<file path="src/rtl/boot_pkg.sv">
// Shared types and constants for the UART boot loader.
package boot_pkg;

    typedef enum logic [2:0] {
        StIdle,
        StLen0,
        StLen1,
        StData,
        StChk,
        StDone
    } boot_state_t;

    typedef enum logic [1:0] {
        RxIdle,
        RxStart,
        RxData,
        RxStop
    } rx_state_t;

    localparam logic [7:0] SYNC_BYTE = 8'hA5;

endpackage

</file>
<file path="src/rtl/uart_rx.sv">
// 8N1 UART receiver: 2-FF synchronizer, mid-bit sampling, one-cycle valid or framing-error pulse.
module uart_rx
    import boot_pkg::*;
#(
    parameter int unsigned CPB = 16
) (
    input  logic       i_clk,
    input  logic       i_reset,
    input  logic       i_rx,
    output logic       o_valid,
    output logic [7:0] o_data,
    output logic       o_frame_err
);

    localparam int unsigned CW = $clog2(CPB);
    localparam logic [CW-1:0] HALF_M1 = CW'(CPB / 2 - 1);
    localparam logic [CW-1:0] FULL_M1 = CW'(CPB - 1);

    logic meta_q, sync_q, prev_q;
    rx_state_t state_q, state_d;
    logic [CW-1:0] cnt_q, cnt_d;
    logic [2:0] bit_q, bit_d;
    logic [7:0] shift_q, shift_d, data_q, data_d;
    logic valid_q, valid_d, ferr_q, ferr_d;

    // Synchronizer flops reset low so a line held low through reset cannot fake a start edge.
    always_ff @(posedge i_clk) begin
        if (i_reset) begin
            meta_q <= 1'b0;
            sync_q <= 1'b0;
            prev_q <= 1'b0;
        end else begin
            meta_q <= i_rx;
            sync_q <= meta_q;
            prev_q <= sync_q;
        end
    end

    always_comb begin
        state_d = state_q;
        cnt_d   = cnt_q + 1'b1;
        bit_d   = bit_q;
        shift_d = shift_q;
        data_d  = data_q;
        valid_d = 1'b0;
        ferr_d  = 1'b0;
        unique case (state_q)
            RxIdle: begin
                cnt_d = '0;
                if (prev_q && !sync_q) state_d = RxStart;
            end
            RxStart: begin
                if (cnt_q == HALF_M1) begin
                    cnt_d   = '0;
                    bit_d   = '0;
                    state_d = sync_q ? RxIdle : RxData;
                end
            end
            RxData: begin
                if (cnt_q == FULL_M1) begin
                    cnt_d   = '0;
                    shift_d = {sync_q, shift_q[7:1]};
                    bit_d   = bit_q + 3'd1;
                    if (bit_q == 3'd7) state_d = RxStop;
                end
            end
            RxStop: begin
                if (cnt_q == FULL_M1) begin
                    state_d = RxIdle;
                    if (sync_q) begin
                        valid_d = 1'b1;
                        data_d  = shift_q;
                    end else begin
                        ferr_d = 1'b1;
                    end
                end
            end
            default: state_d = RxIdle;
        endcase
    end

    always_ff @(posedge i_clk) begin
        if (i_reset) begin
            state_q <= RxIdle;
            cnt_q   <= '0;
            bit_q   <= '0;
            shift_q <= '0;
            data_q  <= '0;
            valid_q <= 1'b0;
            ferr_q  <= 1'b0;
        end else begin
            state_q <= state_d;
            cnt_q   <= cnt_d;
            bit_q   <= bit_d;
            shift_q <= shift_d;
            data_q  <= data_d;
            valid_q <= valid_d;
            ferr_q  <= ferr_d;
        end
    end

    assign o_valid     = valid_q;
    assign o_data      = data_q;
    assign o_frame_err = ferr_q;

endmodule

</file>
<file path="src/rtl/boot_loader.sv">
// Receives a checksummed program image over UART, writes it to instruction memory,
// and holds the core in reset until a complete, verified image has been loaded.
module boot_loader
    import boot_pkg::*;
#(
    parameter int unsigned CLK_HZ    = 100_000_000,
    parameter int unsigned BAUD      = 115_200,
    parameter logic [31:0] ADDR_BASE = 32'h0000_0000,
    parameter int unsigned MAX_WORDS = 1024,
    parameter int unsigned TIMEOUT   = 2**20
) (
    input  logic        i_clk,
    input  logic        i_reset,
    input  logic        i_uart_rx,
    output logic        o_mem_we,
    output logic [31:0] o_mem_addr,
    output logic [31:0] o_mem_wdata,
    output logic        o_core_reset_n,
    output logic        o_busy,
    output logic        o_error
);

    localparam int unsigned CPB = CLK_HZ / BAUD;
    localparam int unsigned IW  = $clog2(MAX_WORDS + 1);
    localparam int unsigned TW  = $clog2(TIMEOUT + 1);

    logic       rx_valid, rx_ferr;
    logic [7:0] rx_data;

    uart_rx #(.CPB(CPB)) u_rx (
        .i_clk      (i_clk),
        .i_reset    (i_reset),
        .i_rx       (i_uart_rx),
        .o_valid    (rx_valid),
        .o_data     (rx_data),
        .o_frame_err(rx_ferr)
    );

    boot_state_t state_q, state_d;
    logic [15:0] len_q, len_d, n_word;
    logic [IW-1:0] idx_q, idx_d;
    logic [1:0] bcnt_q, bcnt_d;
    logic [23:0] shift_q, shift_d;
    logic [7:0] chk_q, chk_d;
    logic [TW-1:0] tmo_q, tmo_d;
    logic err_q, err_d, we_q, we_d, busy;
    logic [31:0] addr_q, addr_d, wdata_q, wdata_d;

    assign busy = state_q inside {StLen0, StLen1, StData, StChk};

    always_comb begin
        state_d = state_q;
        len_d   = len_q;
        idx_d   = idx_q;
        bcnt_d  = bcnt_q;
        shift_d = shift_q;
        chk_d   = chk_q;
        err_d   = err_q;
        we_d    = 1'b0;
        addr_d  = addr_q;
        wdata_d = wdata_q;
        tmo_d   = busy ? tmo_q + 1'b1 : '0;
        n_word  = {rx_data, len_q[7:0]};
        unique case (state_q)
            StIdle, StDone: begin
                if (rx_valid && rx_data == SYNC_BYTE) begin
                    state_d = StLen0;
                    err_d   = 1'b0;
                end
            end
            StLen0: begin
                if (rx_valid) begin
                    len_d[7:0] = rx_data;
                    chk_d      = rx_data;
                    state_d    = StLen1;
                end
            end
            StLen1: begin
                if (rx_valid) begin
                    len_d  = n_word;
                    chk_d  = chk_q ^ rx_data;
                    idx_d  = '0;
                    bcnt_d = '0;
                    if (n_word == 16'd0) begin
                        state_d = StChk;
                    end else if (32'(n_word) > MAX_WORDS) begin
                        state_d = StIdle;
                        err_d   = 1'b1;
                    end else begin
                        state_d = StData;
                    end
                end
            end
            StData: begin
                if (rx_valid) begin
                    chk_d   = chk_q ^ rx_data;
                    shift_d = {rx_data, shift_q[23:8]};
                    bcnt_d  = bcnt_q + 2'd1;
                    if (bcnt_q == 2'd3) begin
                        we_d    = 1'b1;
                        addr_d  = ADDR_BASE + (32'(idx_q) << 2);
                        wdata_d = {rx_data, shift_q};
                        idx_d   = idx_q + 1'b1;
                        if (32'(idx_q) + 32'd1 == 32'(len_q)) state_d = StChk;
                    end
                end
            end
            StChk: begin
                if (rx_valid) begin
                    if (rx_data == chk_q) begin
                        state_d = StDone;
                    end else begin
                        state_d = StIdle;
                        err_d   = 1'b1;
                    end
                end
            end
            default: state_d = StIdle;
        endcase

        // In-frame aborts override the per-state decisions above.
        if (busy) begin
            if (rx_valid) begin
                tmo_d = '0;
            end else if (rx_ferr || tmo_q == TW'(TIMEOUT - 1)) begin
                state_d = StIdle;
                err_d   = 1'b1;
            end
        end
    end

    always_ff @(posedge i_clk) begin
        if (i_reset) begin
            state_q <= StIdle;
            len_q   <= '0;
            idx_q   <= '0;
            bcnt_q  <= '0;
            shift_q <= '0;
            chk_q   <= '0;
            tmo_q   <= '0;
            err_q   <= 1'b0;
            we_q    <= 1'b0;
            addr_q  <= ADDR_BASE;
            wdata_q <= '0;
        end else begin
            state_q <= state_d;
            len_q   <= len_d;
            idx_q   <= idx_d;
            bcnt_q  <= bcnt_d;
            shift_q <= shift_d;
            chk_q   <= chk_d;
            tmo_q   <= tmo_d;
            err_q   <= err_d;
            we_q    <= we_d;
            addr_q  <= addr_d;
            wdata_q <= wdata_d;
        end
    end

    assign o_mem_we       = we_q;
    assign o_mem_addr     = addr_q;
    assign o_mem_wdata    = wdata_q;
    assign o_core_reset_n = (state_q == StDone);
    assign o_busy         = busy;
    assign o_error        = err_q;

endmodule
</file>
<file path="config.mk">
export PLATFORM = sky130hd
export DESIGN_NAME = boot_loader
export DESIGN_NICKNAME = d
export VERILOG_FILES = /design/src/rtl/boot_pkg.sv /design/src/rtl/uart_rx.sv /design/src/rtl/boot_loader.sv
export SDC_FILE = /design/constraint.sdc
export NUM_CORES = 1
export LEC_CHECK = 0
export CELL_PAD_IN_SITES_DETAIL_PLACEMENT = 0
export CELL_PAD_IN_SITES_GLOBAL_PLACEMENT = 1
export CORE_MARGIN = 3
export CORE_UTILIZATION = 38
export CTS_CLUSTER_SIZE = 12
export DETAILED_ROUTE_END_ITERATION = 6
export PLACE_DENSITY = 0.82
export SYNTH_ARGS = -nofsm -noshare
export SYNTH_HDL_FRONTEND = slang
export SYNTH_HIERARCHICAL = 1
export SYNTH_SLANG_ARGS = --single-unit
</file>
<file path="constraint.sdc">
create_clock -name i_clk -period 2.3 [get_ports i_clk]
set_clock_uncertainty 0.2 [all_clocks]
set_input_delay 0.46 -clock i_clk [delete_from_list [all_inputs] [get_ports i_clk]]
set_output_delay 0.46 -clock i_clk [all_outputs]
set_load 0.05 [all_outputs]
</file>
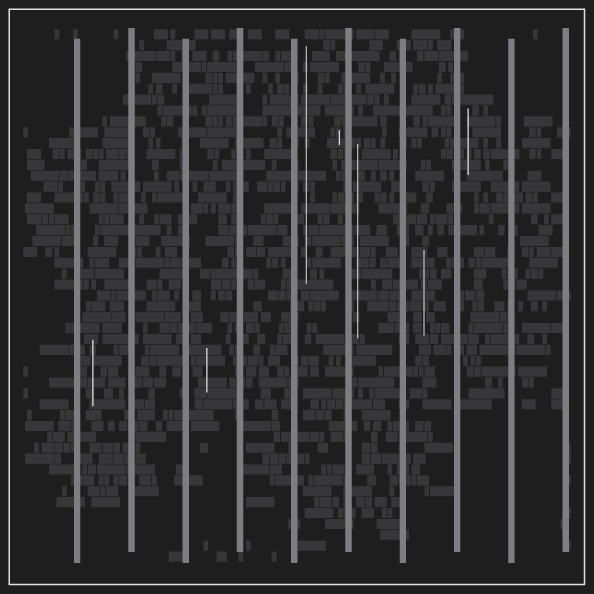
*The metal 4 layer, run 1*
Scale: 4 px per um. Supply wires on this layer in grey. Cells faint in the background.
- main direction: vertical
- longest straight run: 59.2 um
total number of vias: 5,903
final routed wirelength across all metal layers: 16,000 um

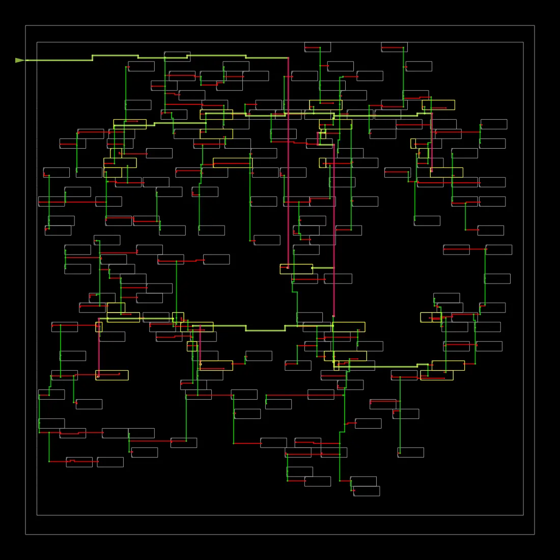
*Clock routing, run 1*
TritonCTS Buffers: 17
clock latency at the later pin of the worst-skew pair: 0.42 ns

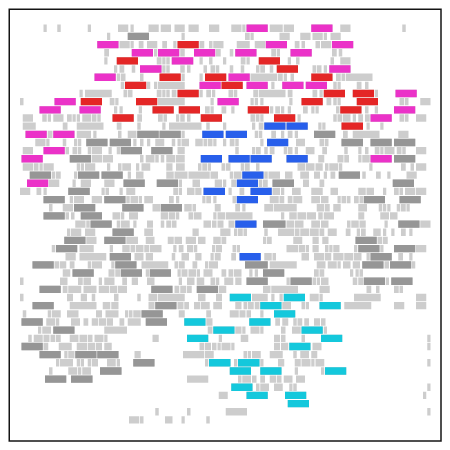
*Register map, names as in the netlist, run 1*
Scale: 3 px per um. Other sequential cells in the stronger grey, the rest of the logic in the fainter grey.
- cyan: tmo_q (placed flops 21; where south)
- blue: len_q (placed flops 16)
- red: shift_q (placed flops 24)
- magenta: o_mem_wdata (placed flops 32; where a horizontal strip, top)
- not coloured: 73

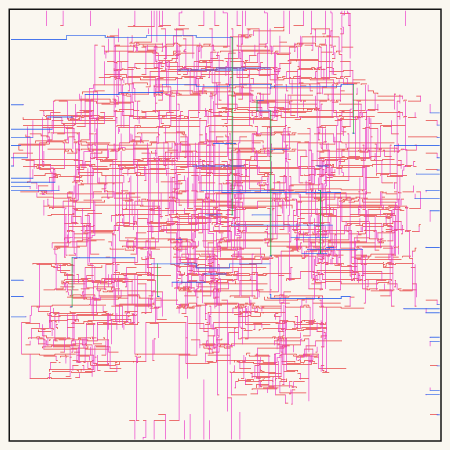
*Metal layers overlaid, run 1*
Scale: 3 px per um.
- blue: met3 (wire length 697 um)
- magenta: met2 (wire length 7,290 um)
- green: met4 (wire length 175 um)
- red: met1 (wire length 7,860 um)

==> summary.txt, run 1 <==
run results: Total Negative Setup Slacks=-0.0578 ns, Area leader share=46.3%, Internal Power=0.00444 W, max FFs per register=32, Remaining DRCs=0, Clock Tree Root=clkbuf_16, final number of hold-violating endpoints=0, most used cells in the layout excluding fill and tap cells=nand2_1, dfxtp_1, a21oi_1, non-filler instance count after layout=1,189, Die Span X=143 um, metal3 WL=696 um, Clock buffers and inverters, area share=6.47%, routing usage on met3=4.33%, crit path DAT=2.50 ns, sequential logic power=0.00288 W, share of synthesized area occupied by flip-flops and latches=46.3%, status=finished with violations, end-of-flow core utilization=47.4%, violations in the final reports=setup timing, number of buffers on the longest clock path=2, critical path start-end classification=reg2reg, startpoint of the tightest hold check path=i_reset, CP max FO=5, total setup violations reported at the end of the flow=1, y dimension of the die=143 um, Clk pin slew, worst setup/hold paths=0.06 ns, Register Area=0.00333 mm^2, Static Leak=3.11 nW, category of the worst setup path launch point=register, capture point of the critical path=state_q[2]$_SDFF_PP0_, footprint of the multi-input gates=0.00355 mm^2, synthesized-area fraction occupied by xor and xnor cells=6.71%, worst reg2reg path depth=7, Slowest-stage cell, CP=or4_1, worst hold slack after final layout=0.232 ns, Worst Setup SP=idx_q[1]$_SDFFE_PP0P_, power in the clock group=0.00269 W, Cell Type Count=54, pre-CTS worst setup slack=-0.167 ns, sequential cell count=166, power density relative to cell area=659 mW/mm^2, met1 track demand over resource in global routing=23.0%, total design power=0.00571 W, hpwl dp=10,600 um, clock tree from TritonCTS=done, power group with the largest share=sequential cells, mux frac, synth=2.68%, Yosys Chip Area=0.00718 mm^2, final period demand of the worst path=2.36 ns, number of sinks driven by the clock tree=166, overall die area=0.0206 mm^2, ratio of cells with drive above 1 in the final layout=11.0%, post-synth design cell area=0.00718 mm^2, number of setup buffers added after CTS=0, combinational share of power=2.3%, number of filler instances in the final layout=1,798, dominant class by area=logic gates, area fraction in full adders, half adders and majority gates=1.22%, total number of warnings across the stage logs=29, total count of max-transition violations in the final report=0, fraction of area in multi-input gates=41.0%, per-cell via count in the routed design=4.96, EDFF count, synth=0, power dissipated by switching net loads=0.00126 W, met2 usage in global routing=24.8%, max-capacitance violation count=0, floorplan core area=0.0183 mm^2, worst stage delay on the critical path=0.48 ns, total overflow reported by the global router=0, post-synthesis async set-or-reset flop share=0%, startpoint of the lowest-slack register-to-register path=idx_q[1]$_SDFFE_PP0P_, flop-to-flop setup slack=-0.06 ns, critical path depth=7, pin count of the biggest net entering global routing=68, Non-clock buffers, area share=10.6%, cell type with the largest total area after synthesis=dfxtp_1, P_comb=0.000130 W, synthesized area per cell=8.07 um^2, met2 wire length=7290 um, most used logic cell in the final layout=nand2_1, min setup slack post-route=-0.0578 ns, family with the most delay on the worst path=simple AND/OR/NAND/NOR gates, placement row count=49, initial antenna violation count=0, dominant kind of combinational cell=simple AND/OR/NAND/NOR gates
==> run 1 -> run 2 <==
CTS_CLUSTER_SIZE = 16   (was 12)
SLEW_MARGIN = 0   (was not set)
==> summary.txt, run 2 <==
run results: metal3 WL=696 um, number of setup buffers added after CTS=0, startpoint of the tightest hold check path=i_reset, Clk pin slew, worst setup/hold paths=0.06 ns, most used logic cell in the final layout=nand2_1, max FFs per register=32, EDFF count, synth=0, footprint of the multi-input gates=0.00355 mm^2, final routed wirelength across all metal layers=16,000 um, violations in the final reports=setup timing, Area leader share=46.3%, routing usage on met3=4.33%, power dissipated by switching net loads=0.00126 W, startpoint of the lowest-slack register-to-register path=idx_q[1]$_SDFFE_PP0P_, Die Span X=143 um, pre-CTS worst setup slack=-0.167 ns, capture point of the critical path=state_q[2]$_SDFF_PP0_, status=finished with violations, flop-to-flop setup slack=-0.06 ns, post-synthesis async set-or-reset flop share=0%, post-synth design cell area=0.00718 mm^2, worst hold slack after final layout=0.232 ns, fraction of area in multi-input gates=41.0%, final number of hold-violating endpoints=0, hpwl dp=10,600 um, end-of-flow core utilization=47.4%, Static Leak=3.11 nW, met2 wire length=7290 um, cell type with the largest total area after synthesis=dfxtp_1, y dimension of the die=143 um, number of buffers on the longest clock path=2, synthesized-area fraction occupied by xor and xnor cells=6.71%, crit path DAT=2.50 ns, dominant kind of combinational cell=simple AND/OR/NAND/NOR gates, CP max FO=5, share of synthesized area occupied by flip-flops and latches=46.3%, critical path depth=7, Cell Type Count=54, family with the most delay on the worst path=simple AND/OR/NAND/NOR gates, Clock buffers and inverters, area share=6.47%, sequential logic power=0.00288 W, Yosys Chip Area=0.00718 mm^2, dominant class by area=logic gates, power density relative to cell area=659 mW/mm^2, floorplan core area=0.0183 mm^2, clock tree from TritonCTS=done, category of the worst setup path launch point=register, total design power=0.00571 W, total overflow reported by the global router=0, per-cell via count in the routed design=4.96, initial antenna violation count=0, met2 usage in global routing=24.8%, Remaining DRCs=0, P_comb=0.000130 W, number of filler instances in the final layout=1,798, power group with the largest share=sequential cells, critical path start-end classification=reg2reg, TritonCTS Buffers=17, Internal Power=0.00444 W, Non-clock buffers, area share=10.6%, min setup slack post-route=-0.0578 ns, total setup violations reported at the end of the flow=1, worst stage delay on the critical path=0.48 ns, Slowest-stage cell, CP=or4_1
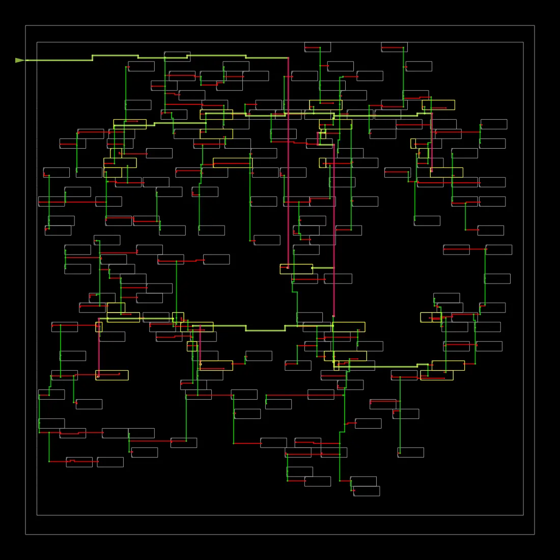
*Clock routing, run 2*
sequential cell count: 166
number of sinks driven by the clock tree: 166
power in the clock group: 0.00269 W
number of clock-tree buffers in the layout: 22

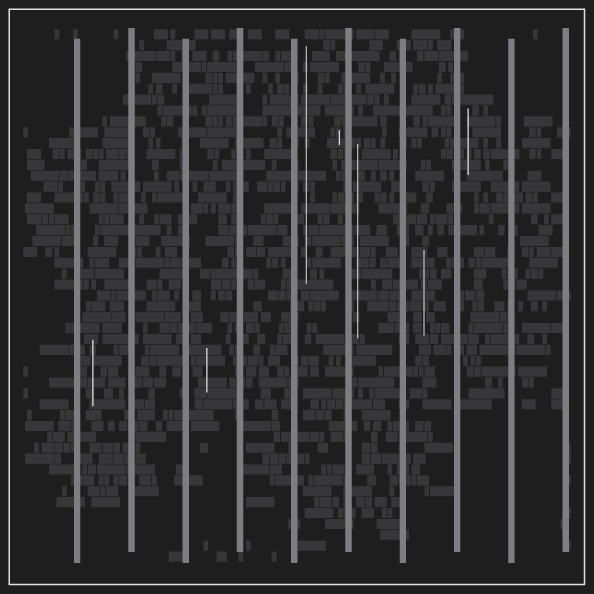
*The metal 4 layer, run 2*
Scale: 4 px per um. Supply wires on this layer in grey. Cells faint in the background.
- main direction: vertical
- longest straight run: 59.2 um
- wire length on this layer: 175 um
- share of all routed wire: 1.1%
- nets with wire on the layer: 3

Power figures rest on the tool's default switching activity, not on a simulated workload.
